==> images/m2.png <==
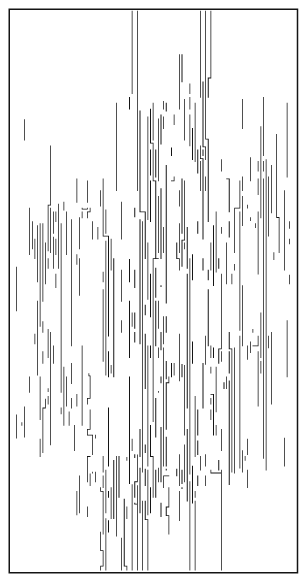
==> images/congestion_map.png <==
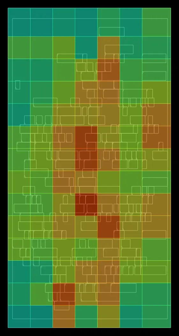
==> images/m1.png <==
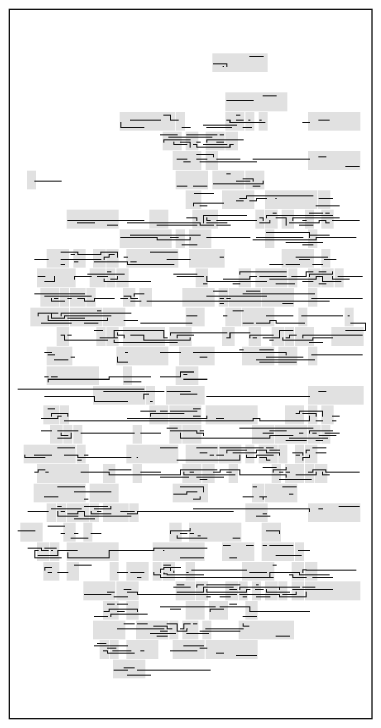
$ cat src/rtl/comparator_track.sv
// Streaming W-bit magnitude comparator with a registered result, running min/max of `a`
// and a debounced "a above b" flag. Signedness is fixed at elaboration by SIGNED.
module comparator_track #(
    parameter int W        = 8,
    parameter bit SIGNED   = 1'b0,
    parameter int DEBOUNCE = 3
) (
    input  logic         clk,
    input  logic         rst,
    input  logic         clr,
    input  logic         in_valid,
    output logic         in_ready,
    input  logic [W-1:0] a,
    input  logic [W-1:0] b,
    output logic         out_valid,
    input  logic         out_ready,
    output logic         ceq,
    output logic         clt,
    output logic         cgt,
    output logic [W-1:0] amin,
    output logic [W-1:0] amax,
    output logic         mm_valid,
    output logic         hi
);

    localparam int CW = $clog2(DEBOUNCE + 1);
    localparam logic [CW-1:0] CNT_MAX = CW'(DEBOUNCE);
    localparam logic [CW-1:0] CNT_ONE = CW'(1);

    typedef enum logic [1:0] {LO, UP, HI, DN} state_t;

    state_t         state_q, state_d;
    logic [CW-1:0]  cnt_q, cnt_d;
    logic           out_valid_q, out_valid_d;
    logic           ceq_q, ceq_d;
    logic           clt_q, clt_d;
    logic           cgt_q, cgt_d;
    logic [W-1:0]   amin_q, amin_d;
    logic [W-1:0]   amax_q, amax_d;
    logic           mm_valid_q, mm_valid_d;

    logic           accept;
    logic           a_gt_b, a_lt_b, a_lt_min, a_gt_max;
    logic signed [W:0] a_x, b_x, amin_x, amax_x;

    // One extra top bit lets a single signed compare serve both modes:
    // it carries the sign in SIGNED mode and is zero otherwise.
    assign a_x    = $signed({SIGNED ? a[W-1]      : 1'b0, a});
    assign b_x    = $signed({SIGNED ? b[W-1]      : 1'b0, b});
    assign amin_x = $signed({SIGNED ? amin_q[W-1] : 1'b0, amin_q});
    assign amax_x = $signed({SIGNED ? amax_q[W-1] : 1'b0, amax_q});

    assign a_gt_b   = a_x > b_x;
    assign a_lt_b   = a_x < b_x;
    assign a_lt_min = a_x < amin_x;
    assign a_gt_max = a_x > amax_x;

    assign in_ready = !out_valid_q || out_ready;
    assign accept   = in_valid && in_ready;

    // Result register: refills on accept, drains when consumed.
    always_comb begin
        out_valid_d = out_valid_q;
        ceq_d       = ceq_q;
        clt_d       = clt_q;
        cgt_d       = cgt_q;
        if (accept) begin
            out_valid_d = 1'b1;
            ceq_d       = !a_gt_b && !a_lt_b;
            clt_d       = a_lt_b;
            cgt_d       = a_gt_b;
        end else if (out_ready) begin
            out_valid_d = 1'b0;
        end
    end

    // Min/max tracking; clr discards a coincident sample.
    always_comb begin
        amin_d     = amin_q;
        amax_d     = amax_q;
        mm_valid_d = mm_valid_q;
        if (clr) begin
            amin_d     = '0;
            amax_d     = '0;
            mm_valid_d = 1'b0;
        end else if (accept) begin
            if (!mm_valid_q) begin
                amin_d     = a;
                amax_d     = a;
                mm_valid_d = 1'b1;
            end else begin
                if (a_lt_min) amin_d = a;
                if (a_gt_max) amax_d = a;
            end
        end
    end

    // Debounce: UP/DN count consecutive samples against the current level.
    always_comb begin
        state_d = state_q;
        cnt_d   = cnt_q;
        if (clr) begin
            state_d = LO;
            cnt_d   = '0;
        end else if (accept) begin
            case (state_q)
                LO: begin
                    if (a_gt_b) begin
                        cnt_d   = CNT_ONE;
                        state_d = (DEBOUNCE == 1) ? HI : UP;
                    end
                end
                UP: begin
                    if (a_gt_b) begin
                        cnt_d = cnt_q + CNT_ONE;
                        if (cnt_q + CNT_ONE == CNT_MAX) state_d = HI;
                    end else begin
                        cnt_d   = '0;
                        state_d = LO;
                    end
                end
                HI: begin
                    if (!a_gt_b) begin
                        cnt_d   = CNT_ONE;
                        state_d = (DEBOUNCE == 1) ? LO : DN;
                    end
                end
                DN: begin
                    if (!a_gt_b) begin
                        cnt_d = cnt_q + CNT_ONE;
                        if (cnt_q + CNT_ONE == CNT_MAX) state_d = LO;
                    end else begin
                        cnt_d   = '0;
                        state_d = HI;
                    end
                end
                default: begin
                    cnt_d   = '0;
                    state_d = LO;
                end
            endcase
        end
    end

    always_ff @(posedge clk) begin
        if (rst) begin
            state_q     <= LO;
            cnt_q       <= '0;
            out_valid_q <= 1'b0;
            ceq_q       <= 1'b0;
            clt_q       <= 1'b0;
            cgt_q       <= 1'b0;
            amin_q      <= '0;
            amax_q      <= '0;
            mm_valid_q  <= 1'b0;
        end else begin
            state_q     <= state_d;
            cnt_q       <= cnt_d;
            out_valid_q <= out_valid_d;
            ceq_q       <= ceq_d;
            clt_q       <= clt_d;
            cgt_q       <= cgt_d;
            amin_q      <= amin_d;
            amax_q      <= amax_d;
            mm_valid_q  <= mm_valid_d;
        end
    end

    assign out_valid = out_valid_q;
    assign ceq       = ceq_q;
    assign clt       = clt_q;
    assign cgt       = cgt_q;
    assign amin      = amin_q;
    assign amax      = amax_q;
    assign mm_valid  = mm_valid_q;
    assign hi        = (state_q == HI) || (state_q == DN);

endmodule

$ cat config.mk
export PLATFORM = sky130hd
export DESIGN_NAME = comparator_track
export DESIGN_NICKNAME = d
export VERILOG_FILES = /design/src/rtl/comparator_track.sv
export SDC_FILE = /design/constraint.sdc
export NUM_CORES = 1
export LEC_CHECK = 0
export CAP_MARGIN = 25
export CELL_PAD_IN_SITES_DETAIL_PLACEMENT = 0
export CELL_PAD_IN_SITES_GLOBAL_PLACEMENT = 1
export CORE_ASPECT_RATIO = 2
export CORE_UTILIZATION = 35
export DETAILED_ROUTE_END_ITERATION = 10
export DONT_BUFFER_PORTS = 1
export GPL_ROUTABILITY_DRIVEN = 1
export GPL_TIMING_DRIVEN = 0
export PLACE_DENSITY = 0.69
export SLEW_MARGIN = 40
export SYNTH_ARGS = -nofsm -noshare
export SYNTH_HDL_FRONTEND = slang
export SYNTH_SLANG_ARGS = --single-unit
export TNS_END_PERCENT = 50
$ cat constraint.sdc
create_clock -name clk -period 2.2 [get_ports clk]
set_input_delay 0.33 -clock clk [delete_from_list [all_inputs] [get_ports clk]]
set_output_delay 0.33 -clock clk [all_outputs]
set_load 0.02 [all_outputs]
==> flow report <==
TIMING
--------------------------------------------------------------------------------
Remaining max-slew budget at the tightest pin                              50.1%
Number of pins exceeding their max-slew limit in the final report              0
Setup clock skew after layout                                          0.0151 ns
Max Clk Rate                                                             475 MHz
Setup repair after global routing missed its margin                           no
Min Hold Slack                                                         0.0892 ns

ROUTING
--------------------------------------------------------------------------------
Detail Route met2 WL                                                     2230 µm
Top Metal Used                                                              met4
DRC violation count after routing                                              0
Routed metal-1 wire length                                               1580 µm
Antenna violation net count after detailed routing                             0

CRITICAL PATH
--------------------------------------------------------------------------------
Crit-path slowest cell                                                   dfxtp_4
Cell family with the largest share of critical-path delay           AND-OR/OR-AND gates
WP data required                                                         2.38 ns
Maximum single-stage delay on the critical path                          0.39 ns
Startpoint kind of the worst setup timing path                              flop
Critical path arrival                                                    2.28 ns

SYNTHESIS
--------------------------------------------------------------------------------
Share of synthesized cell area in and, or, nand and nor gates              18.1%
Share of the synthesized area in the top cell type                         30.7%
Seq share, synth                                                           30.7%
Yosys adder share                                                          18.4%
Mux area share                                                            0.615%
Count of synthesis-stage warnings from yosys                                   0
Aoi/oai-family share of the synthesized area                               22.6%
Count of instantiated cells in the yosys netlist                             194

FINISH
--------------------------------------------------------------------------------
Final-layout fill cell count                                                 483
Fraction of area in clock buffers and inverters                            2.83%
Buffering overhead                                                         4.03%
Area of all sequential standard cells                                    510 µm²
Register fraction of the total cell area                                   28.8%
Final instance area                                                  0.00177 mm²
Non-clock buffer count                                                        11

FLOW RUN
--------------------------------------------------------------------------------
Total number of warnings across the stage logs                                26

CLOCK TREE
--------------------------------------------------------------------------------
Clock tree from TritonCTS                                                    yes
Clk buf depth                                                                  2
Root Driver                                                             clkbuf_8
Clock latency on the worst-skew pair                                     0.29 ns
Hold buffer count at cts                                                       0

RUN STATUS
--------------------------------------------------------------------------------
Run status                                                          complete, no violations

POWER AND IR DROP
--------------------------------------------------------------------------------
Internal portion of total power                                         0.689 mW
Power of the clock network                                              0.306 mW
Leakage Power                                                           0.703 nW

FLOORPLAN
--------------------------------------------------------------------------------
Die width                                                                50.2 µm

MIN PATH
--------------------------------------------------------------------------------
Hold crit path type                                                 primary input to flop

PLACE
--------------------------------------------------------------------------------
IO Port Bufs                                                                   0
DP Wirelength                                                            3320 µm
Area after DPL                                                       0.00170 mm²

GLOBAL ROUTE
--------------------------------------------------------------------------------
Initial antenna violation count                                                0
Maximum number of pins on one net before global-route repair                  17

Back to the opening pictures, m2.png:
- main direction: vertical
- nets with wire on the layer: 209
- wire length on this layer: 2230 µm
- longest straight run: 54.4 µm
- share of all routed wire: 55%

Back to the opening pictures, congestion_map.png:
final routed wire length divided by cell count: 16.1 µm
met2 layer usage reported by global route: 33.0%
share of the core filled with cells in the final layout: 40.0%
overall routing resource usage: 17.4%
met3 Resource Use GR: 2.78%

Back to the opening pictures, m1.png:
- main direction: horizontal
- wire length on this layer: 1580 µm
- nets with wire on the layer: 234
- share of all routed wire: 38%
- longest straight run: 26.2 µm
overall routed net length: 4090 µm
overall via count from detail_route: 1412
fraction of met1 tracks used by global routing: 18.1%

cell usage in the layout, fill, tap and decap left out, types with 2 or more instances in the layout:
cell	n
buf_6	2
a2bb2oi_1	2
clkbuf_1	3
a21o_1	4
o21ai_1	3
nor2_1	9
o21ai_0	9
nand4_1	3
buf_4	2
inv_1	24
a211oi_1	2
a21oi_1	8
a21oi_2	2
clkbuf_8	3
a2111oi_2	2
dfxtp_2	5
ha_1	24
nand2_1	19
nand3_1	21
o31ai_1	8
buf_2	3
dfxtp_1	19
path summary, 6_finish.rpt:
path / end / startpoint / slack (ns) / cells after the start
setup / recovery: amin[4] / amin[6] / 0.09 / 9
hold / removal: cgt / rst / 0.09 / 1
setup reg to reg: amin[4] / amin[6] / 0.09 / 9
hold reg to reg: cnt_q[0] / cnt_q[0] / 0.50 / 1
Power is estimated from default activity; no workload was simulated.
